--- src/rtl/branch_resolve_if.sv ---
// branch_resolve_if: prediction, resolution, training, redirect and statistics signals of the branch resolve unit
interface branch_resolve_if #(parameter int CNT_W = 32);
  logic             pred_valid;
  logic [31:0]      pred_pc;
  logic             pred_taken;
  logic [31:0]      pred_target;
  logic             res_valid;
  logic [31:0]      res_pc;
  logic [6:0]       res_opcode;
  logic             res_taken;
  logic [31:0]      res_target;
  logic             full;
  logic             update;
  logic [7:0]       update_address;
  logic             branch_taken;
  logic             redirect_valid;
  logic [31:0]      redirect_pc;
  logic             flush;
  logic [CNT_W-1:0] branch_cnt;
  logic [CNT_W-1:0] mispredict_cnt;
  modport master (
    output pred_valid, pred_pc, pred_taken, pred_target,
    output res_valid, res_pc, res_opcode, res_taken, res_target,
    input  full, update, update_address, branch_taken,
    input  redirect_valid, redirect_pc, flush, branch_cnt, mispredict_cnt
  );
  modport slave (
    input  pred_valid, pred_pc, pred_taken, pred_target,
    input  res_valid, res_pc, res_opcode, res_taken, res_target,
    output full, update, update_address, branch_taken,
    output redirect_valid, redirect_pc, flush, branch_cnt, mispredict_cnt
  );
endinterface

--- src/rtl/branch_resolve_unit.sv ---
// branch_resolve_unit: queues fetch predictions, checks them at EX, trains the predictor and redirects/flushes on mispredict
module branch_resolve_unit #(
  parameter int DEPTH        = 4,
  parameter int FLUSH_CYCLES = 2,
  parameter int CNT_W        = 32
) (
  input logic            clk,
  input logic            rst,
  branch_resolve_if.slave bus
);
  localparam int AW = $clog2(DEPTH);
  localparam int FW = $clog2(FLUSH_CYCLES) + 1;
  localparam logic [0:0] RUN   = 1'b0;
  localparam logic [0:0] FLUSH = 1'b1;
  localparam logic [6:0] OP_BR = 7'b1100011;
  logic [0:0]       state_q, state_d;
  logic [FW-1:0]    fcnt_q, fcnt_d;
  logic [AW:0]      wptr_q, wptr_d, rptr_q, rptr_d;
  logic [31:0]      pc_mem [DEPTH];
  logic [31:0]      tg_mem [DEPTH];
  logic [DEPTH-1:0] tk_mem;
  logic             update_q, update_d, bt_q, bt_d, rv_q, rv_d, flush_q, flush_d;
  logic [7:0]       addr_q, addr_d;
  logic [31:0]      rpc_q, rpc_d;
  logic [CNT_W-1:0] bc_q, bc_d, mc_q, mc_d;
  logic             run, empty, full, acc, pop, push, mis, train, htk;
  logic [31:0]      hpc, htg, cpc;
  // head compare, queue control and next-state selection
  always_comb begin
    run     = state_q == RUN;
    empty   = wptr_q == rptr_q;
    full    = (wptr_q[AW] != rptr_q[AW]) && (wptr_q[AW-1:0] == rptr_q[AW-1:0]);
    acc     = run && bus.res_valid;
    pop     = acc && !empty;
    hpc     = empty ? bus.res_pc : pc_mem[rptr_q[AW-1:0]];
    htk     = !empty && tk_mem[rptr_q[AW-1:0]];
    htg     = tg_mem[rptr_q[AW-1:0]];
    mis     = acc && (hpc != bus.res_pc || htk != bus.res_taken || (bus.res_taken && htg != bus.res_target));
    push    = run && bus.pred_valid && !mis && (!full || pop);
    train   = acc && bus.res_opcode == OP_BR;
    cpc     = bus.res_taken ? bus.res_target : bus.res_pc + 32'd4;
    state_d = mis ? FLUSH : (!run && fcnt_q == '0) ? RUN : state_q;
    fcnt_d  = mis ? FW'(FLUSH_CYCLES - 1) : (!run && fcnt_q != '0) ? fcnt_q - 1'b1 : fcnt_q;
    wptr_d  = mis ? '0 : wptr_q + {{AW{1'b0}}, push};
    rptr_d  = mis ? '0 : rptr_q + {{AW{1'b0}}, pop};
    update_d = train;
    addr_d   = train ? bus.res_pc[7:0] : addr_q;
    bt_d     = train ? bus.res_taken : bt_q;
    rv_d     = mis;
    rpc_d    = mis ? cpc : rpc_q;
    flush_d  = mis || (!run && fcnt_q != '0);
    bc_d     = bc_q + {{(CNT_W-1){1'b0}}, acc && bc_q != '1};
    mc_d     = mc_q + {{(CNT_W-1){1'b0}}, mis && mc_q != '1};
  end
  // control state, pointers and registered outputs
  always_ff @(posedge clk) begin
    if (rst) begin
      state_q  <= RUN;
      fcnt_q   <= '0;
      wptr_q   <= '0;
      rptr_q   <= '0;
      update_q <= 1'b0;
      addr_q   <= '0;
      bt_q     <= 1'b0;
      rv_q     <= 1'b0;
      rpc_q    <= '0;
      flush_q  <= 1'b0;
      bc_q     <= '0;
      mc_q     <= '0;
    end else begin
      state_q  <= state_d;
      fcnt_q   <= fcnt_d;
      wptr_q   <= wptr_d;
      rptr_q   <= rptr_d;
      update_q <= update_d;
      addr_q   <= addr_d;
      bt_q     <= bt_d;
      rv_q     <= rv_d;
      rpc_q    <= rpc_d;
      flush_q  <= flush_d;
      bc_q     <= bc_d;
      mc_q     <= mc_d;
    end
  end
  // prediction storage; validity is tracked by the pointers alone
  always_ff @(posedge clk) begin
    if (push) begin
      pc_mem[wptr_q[AW-1:0]] <= bus.pred_pc;
      tk_mem[wptr_q[AW-1:0]] <= bus.pred_taken;
      tg_mem[wptr_q[AW-1:0]] <= bus.pred_target;
    end
  end
  assign bus.full           = full;
  assign bus.update         = update_q;
  assign bus.update_address = addr_q;
  assign bus.branch_taken   = bt_q;
  assign bus.redirect_valid = rv_q;
  assign bus.redirect_pc    = rpc_q;
  assign bus.flush          = flush_q;
  assign bus.branch_cnt     = bc_q;
  assign bus.mispredict_cnt = mc_q;
endmodule

--- src/flat_wrapper.sv ---
// flat-port wrapper written by rule: the top's interface ports become plain ports
module branch_resolve_unit_flat 
#(
  parameter int DEPTH        = 4,
  parameter int FLUSH_CYCLES = 2,
  parameter int CNT_W        = 32
)
  (clk, rst, bus_pred_valid, bus_pred_pc, bus_pred_taken, bus_pred_target, bus_res_valid, bus_res_pc, bus_res_opcode, bus_res_taken, bus_res_target, bus_full, bus_update, bus_update_address, bus_branch_taken, bus_redirect_valid, bus_redirect_pc, bus_flush, bus_branch_cnt, bus_mispredict_cnt);
  branch_resolve_if #(.CNT_W(CNT_W)) bus_i ();
  input logic clk;
  input logic rst;
  input wire logic [$bits(bus_i.pred_valid)-1:0] bus_pred_valid;
  input wire logic [$bits(bus_i.pred_pc)-1:0] bus_pred_pc;
  input wire logic [$bits(bus_i.pred_taken)-1:0] bus_pred_taken;
  input wire logic [$bits(bus_i.pred_target)-1:0] bus_pred_target;
  input wire logic [$bits(bus_i.res_valid)-1:0] bus_res_valid;
  input wire logic [$bits(bus_i.res_pc)-1:0] bus_res_pc;
  input wire logic [$bits(bus_i.res_opcode)-1:0] bus_res_opcode;
  input wire logic [$bits(bus_i.res_taken)-1:0] bus_res_taken;
  input wire logic [$bits(bus_i.res_target)-1:0] bus_res_target;
  output wire logic [$bits(bus_i.full)-1:0] bus_full;
  output wire logic [$bits(bus_i.update)-1:0] bus_update;
  output wire logic [$bits(bus_i.update_address)-1:0] bus_update_address;
  output wire logic [$bits(bus_i.branch_taken)-1:0] bus_branch_taken;
  output wire logic [$bits(bus_i.redirect_valid)-1:0] bus_redirect_valid;
  output wire logic [$bits(bus_i.redirect_pc)-1:0] bus_redirect_pc;
  output wire logic [$bits(bus_i.flush)-1:0] bus_flush;
  output wire logic [$bits(bus_i.branch_cnt)-1:0] bus_branch_cnt;
  output wire logic [$bits(bus_i.mispredict_cnt)-1:0] bus_mispredict_cnt;
  assign bus_i.pred_valid = bus_pred_valid;
  assign bus_i.pred_pc = bus_pred_pc;
  assign bus_i.pred_taken = bus_pred_taken;
  assign bus_i.pred_target = bus_pred_target;
  assign bus_i.res_valid = bus_res_valid;
  assign bus_i.res_pc = bus_res_pc;
  assign bus_i.res_opcode = bus_res_opcode;
  assign bus_i.res_taken = bus_res_taken;
  assign bus_i.res_target = bus_res_target;
  assign bus_full = bus_i.full;
  assign bus_update = bus_i.update;
  assign bus_update_address = bus_i.update_address;
  assign bus_branch_taken = bus_i.branch_taken;
  assign bus_redirect_valid = bus_i.redirect_valid;
  assign bus_redirect_pc = bus_i.redirect_pc;
  assign bus_flush = bus_i.flush;
  assign bus_branch_cnt = bus_i.branch_cnt;
  assign bus_mispredict_cnt = bus_i.mispredict_cnt;
  branch_resolve_unit #(.DEPTH(DEPTH), .FLUSH_CYCLES(FLUSH_CYCLES), .CNT_W(CNT_W)) u_core (.clk(clk), .rst(rst), .bus(bus_i));
endmodule
--- config.mk ---
export PLATFORM = sky130hd
export DESIGN_NAME = branch_resolve_unit_flat
export DESIGN_NICKNAME = d
export VERILOG_FILES = /design/src/rtl/branch_resolve_if.sv /design/src/rtl/branch_resolve_unit.sv /design/src/flat_wrapper.sv
export SDC_FILE = /design/constraint.sdc
export NUM_CORES = 1
export LEC_CHECK = 0
export CORE_ASPECT_RATIO = 1.1
export CORE_MARGIN = 2
export CORE_UTILIZATION = 36
export DETAILED_ROUTE_END_ITERATION = 8
export GPL_TIMING_DRIVEN = 0
export SLEW_MARGIN = 20
export SYNTH_ARGS = -nofsm -noshare
export SYNTH_HDL_FRONTEND = slang
export SYNTH_SLANG_ARGS = --single-unit
--- constraint.sdc ---
create_clock -name clk -period 20.1 [get_ports clk]
set_input_delay 5.025 -clock clk [delete_from_list [all_inputs] [get_ports clk]]
set_output_delay 5.025 -clock clk [all_outputs]
set_load 0.05 [all_outputs]
==> Changelog: implementation <==
## Flow update

* Final TNS setup at 0 ns
* Post-DP HPWL at 35400 microns
* Crit-path cells: clkdlybuf4s50_1 -> inv_1 -> o221ai_1 -> or3b_2 -> a211oi_1 -> a31oi_2 -> o21ai_4 -> buf_6 -> a31oi_1 -> ha_1 -> ha_1 -> nand3_1 -> nor4_1 -> nand2b_1 -> or4_1 -> xor2_1 -> nor2_1
* Top cells by count: edfxtp_1 (260), dfxtp_1 (117), xnor2_1 (99)
* Die Height at between 200 and 250 microns
* Critical-path top delay cell: clkdlybuf4s50_1
* Global route overflow at 0
* Commonest flop: edfxtp_1
* Min-delay worst type: reg -> reg
* Synthesis Warnings at 0
* Mapped Area at 16300 sq um
* R2R depth at 20
* Tot Pwr at 1.87 mW
* Hold Crit Start: u_core.bus.redirect_pc[0]$_SDFFE_PP0P_
* Num CTS Buffers at 41
* Status: finished, final reports clean
* Placed instance count at 2046
* Yosys cell count at 1189
* Max-slew violations at 0
* Post-synth EDFFs at 260
* RR Startpoint: u_core.rptr_q[1]$_SDFF_PP0_
* Wirelength per Cell at 21.7 microns
* Syn-to-layout area delta at 29.6%
* Minimum clock period at 8.77 ns
* Die area at 47100 sq um
* Fin nets at 1659
* Clk sinks at around 380
* Crit share post-route at 43.6%
* Critical path launch point type: input port
* Clk root buf: clkbuf_16
* FP Rows at 81
* Mapped Nets at around 1300
* Max Clk Rate at 0.114 GHz
* Clk_lat worst skew at 0.57 ns
* Antenna Cells at 0
* Final tally of hold violations at 0
* Worst-path fanout max at 10
* 1st-pass router iterations at 5
* CTS tree: yes
* CP peak stage delay at 0.55 ns
* Boundary pin count at 250
==> power breakdown <==
group | total, mW | internal [mW] | leakage (nW) | switching, mW
logic | 0.267 | 0.111 | 2.90 | 0.156
clock network | 0.729 | 0.421 | 0.642 | 0.308
registers | 0.877 | 0.863 | 3.31 | 0.0145
==> critical path, delay by kind of cell <==
family | cells | cell delay [ns]
AND-OR/OR-AND | 5 | 1.13
XOR/XNOR | 1 | 0.15
buffers and inverters | 3 | 0.86
AND/OR/NAND/NOR | 6 | 1.63
adder cells (fa/ha/maj) | 2 | 0.39
==> metal layers <==
layer / vias to the layer above / track usage (%) / wire length (microns)
met1: 5492 / 24.6 / 19500
met4: 6 / 8.43 / 1730
met3: 89 / 3.84 / 2840
met2: 390 / 32.3 / 21900
met5: - / 0 / 45
li1: 5157 / - / -
==> flip-flops by register name (all words and copies together), names as in the netlist, 2 cells and up <==
name and count:
u_core.fcnt_q 2, u_core.pc_mem 128, u_core.bus.mispredict_cnt 32, u_core.bus.branch_cnt 32, u_core.tg_mem 128, u_core.bus.redirect_pc 32
u_core.tk_mem 4, u_core.rptr_q 3, u_core.bus.update_address 8, u_core.wptr_q 3
==> final cells by class <==
type                       count  share of cell area (%)
clock inverter                23                   0.904
buffer                        60                    1.54
sequential                   377                    47.9
timing repair buffer         276                    13.1
inverter                      21                   0.372
tap                          581                    3.43
clock buffer                  51                    5.27
multi-input combinational    731                    27.4
==> worst max-delay path by stage <==
stage,endpoint,start,cells past startpoint
2_1_floorplan,u_core.pc_mem[2][0]$_DFFE_PP_,bus_res_taken,7
3_3_place_gp,u_core.pc_mem[2][14]$_DFFE_PP_,bus_res_target[9],8
3_5_place_dp,u_core.bus.mispredict_cnt[28]$_SDFF_PP0_,bus_res_target[9],17
4_1_cts,u_core.bus.mispredict_cnt[28]$_SDFF_PP0_,bus_res_target[9],17
5_1_grt,u_core.bus.mispredict_cnt[28]$_SDFF_PP0_,bus_res_target[9],17
6_report,u_core.bus.mispredict_cnt[28]$_SDFF_PP0_,bus_res_target[9],17
==> layout by cell type (no fill, tap or decap), drive strengths merged, types with 4 or more instances in the layout <==
cell type,netlist,final
nor2b,7,7
nand2,75,75
xnor2,100,100
ha,10,10
buf,31,62
and4,7,7
o2111ai,4,4
mux2,4,4
clkdlybuf4s50,0,245
nand2b,8,8
nor3b,4,4
nand4,48,48
inv,21,22
xor2,48,48
a32oi,11,11
a31oi,6,6
mux2i,23,23
edfxtp,260,260
dfxtp,117,117
nand3,67,67
clkinv,0,18
and3,13,13
mux4,62,62
clkbuf,29,80
or3,9,9
o311ai,16,16
a211oi,10,10
o21ai,25,25
nor2,97,97
o211ai,14,14
nor3,15,15
a21oi,16,16
nor4,13,13
==> cell families (layout without fill, tap and decap cells) <==
group,Yosys count,count (layout),synth area share [%]
AND-OR/OR-AND,109,109,4.88
XOR/XNOR,148,148,7.98
adder cells (fa/ha/maj),10,10,0.766
buffers and inverters,81,431,2.47
flip-flops,377,377,62.1
multiplexers,89,89,10.2
AND/OR/NAND/NOR,375,375,11.5
### Supply network

Drawn at 2 px/micron. Pins as bars on the die edge. Tap cells in gray.
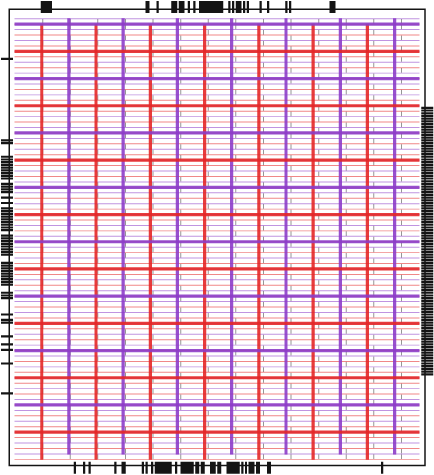
Key: VSS = red; VDD = purple
The core has 81 rows. 82 met1 rails follow the rows. 250 signal pins sit on the boundary. 581 tap cells. 14 straps on met4.

### Cell classes on the final placement

Drawn at 2 px/micron. Fill, decap, tap and diode cells in gray.
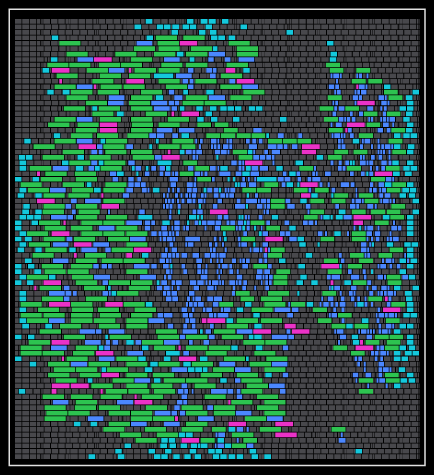
Key: registers = green [cells 377]; remaining logic cells = blue [cells 752]; clock drivers and dummy loads = magenta [cells 74]; remaining buffers and delay cells = cyan [cells 336]
Final Core Density: 47.5%
placeable core area: 44600 sq um
design area: 21200 sq um
fraction of area in registers: 47.9%

### Clock network drawn from the DEF

Drawn at 1.5 px/micron.
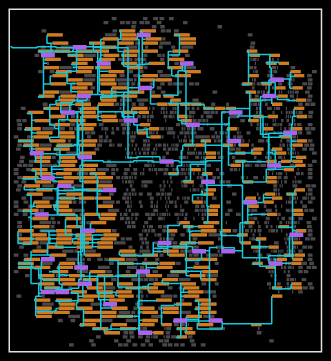
Key: clock wires = cyan [length 4720 microns]; flip-flops = orange [count 377]; clock-net drivers = purple [count 41]
There are 42 routed clock nets. Position of the flops: widely spread.
Clock power frac: 38.9%
P_clk: 0.729 mW

No activity file was given, so power comes from the tool's default toggle rates.
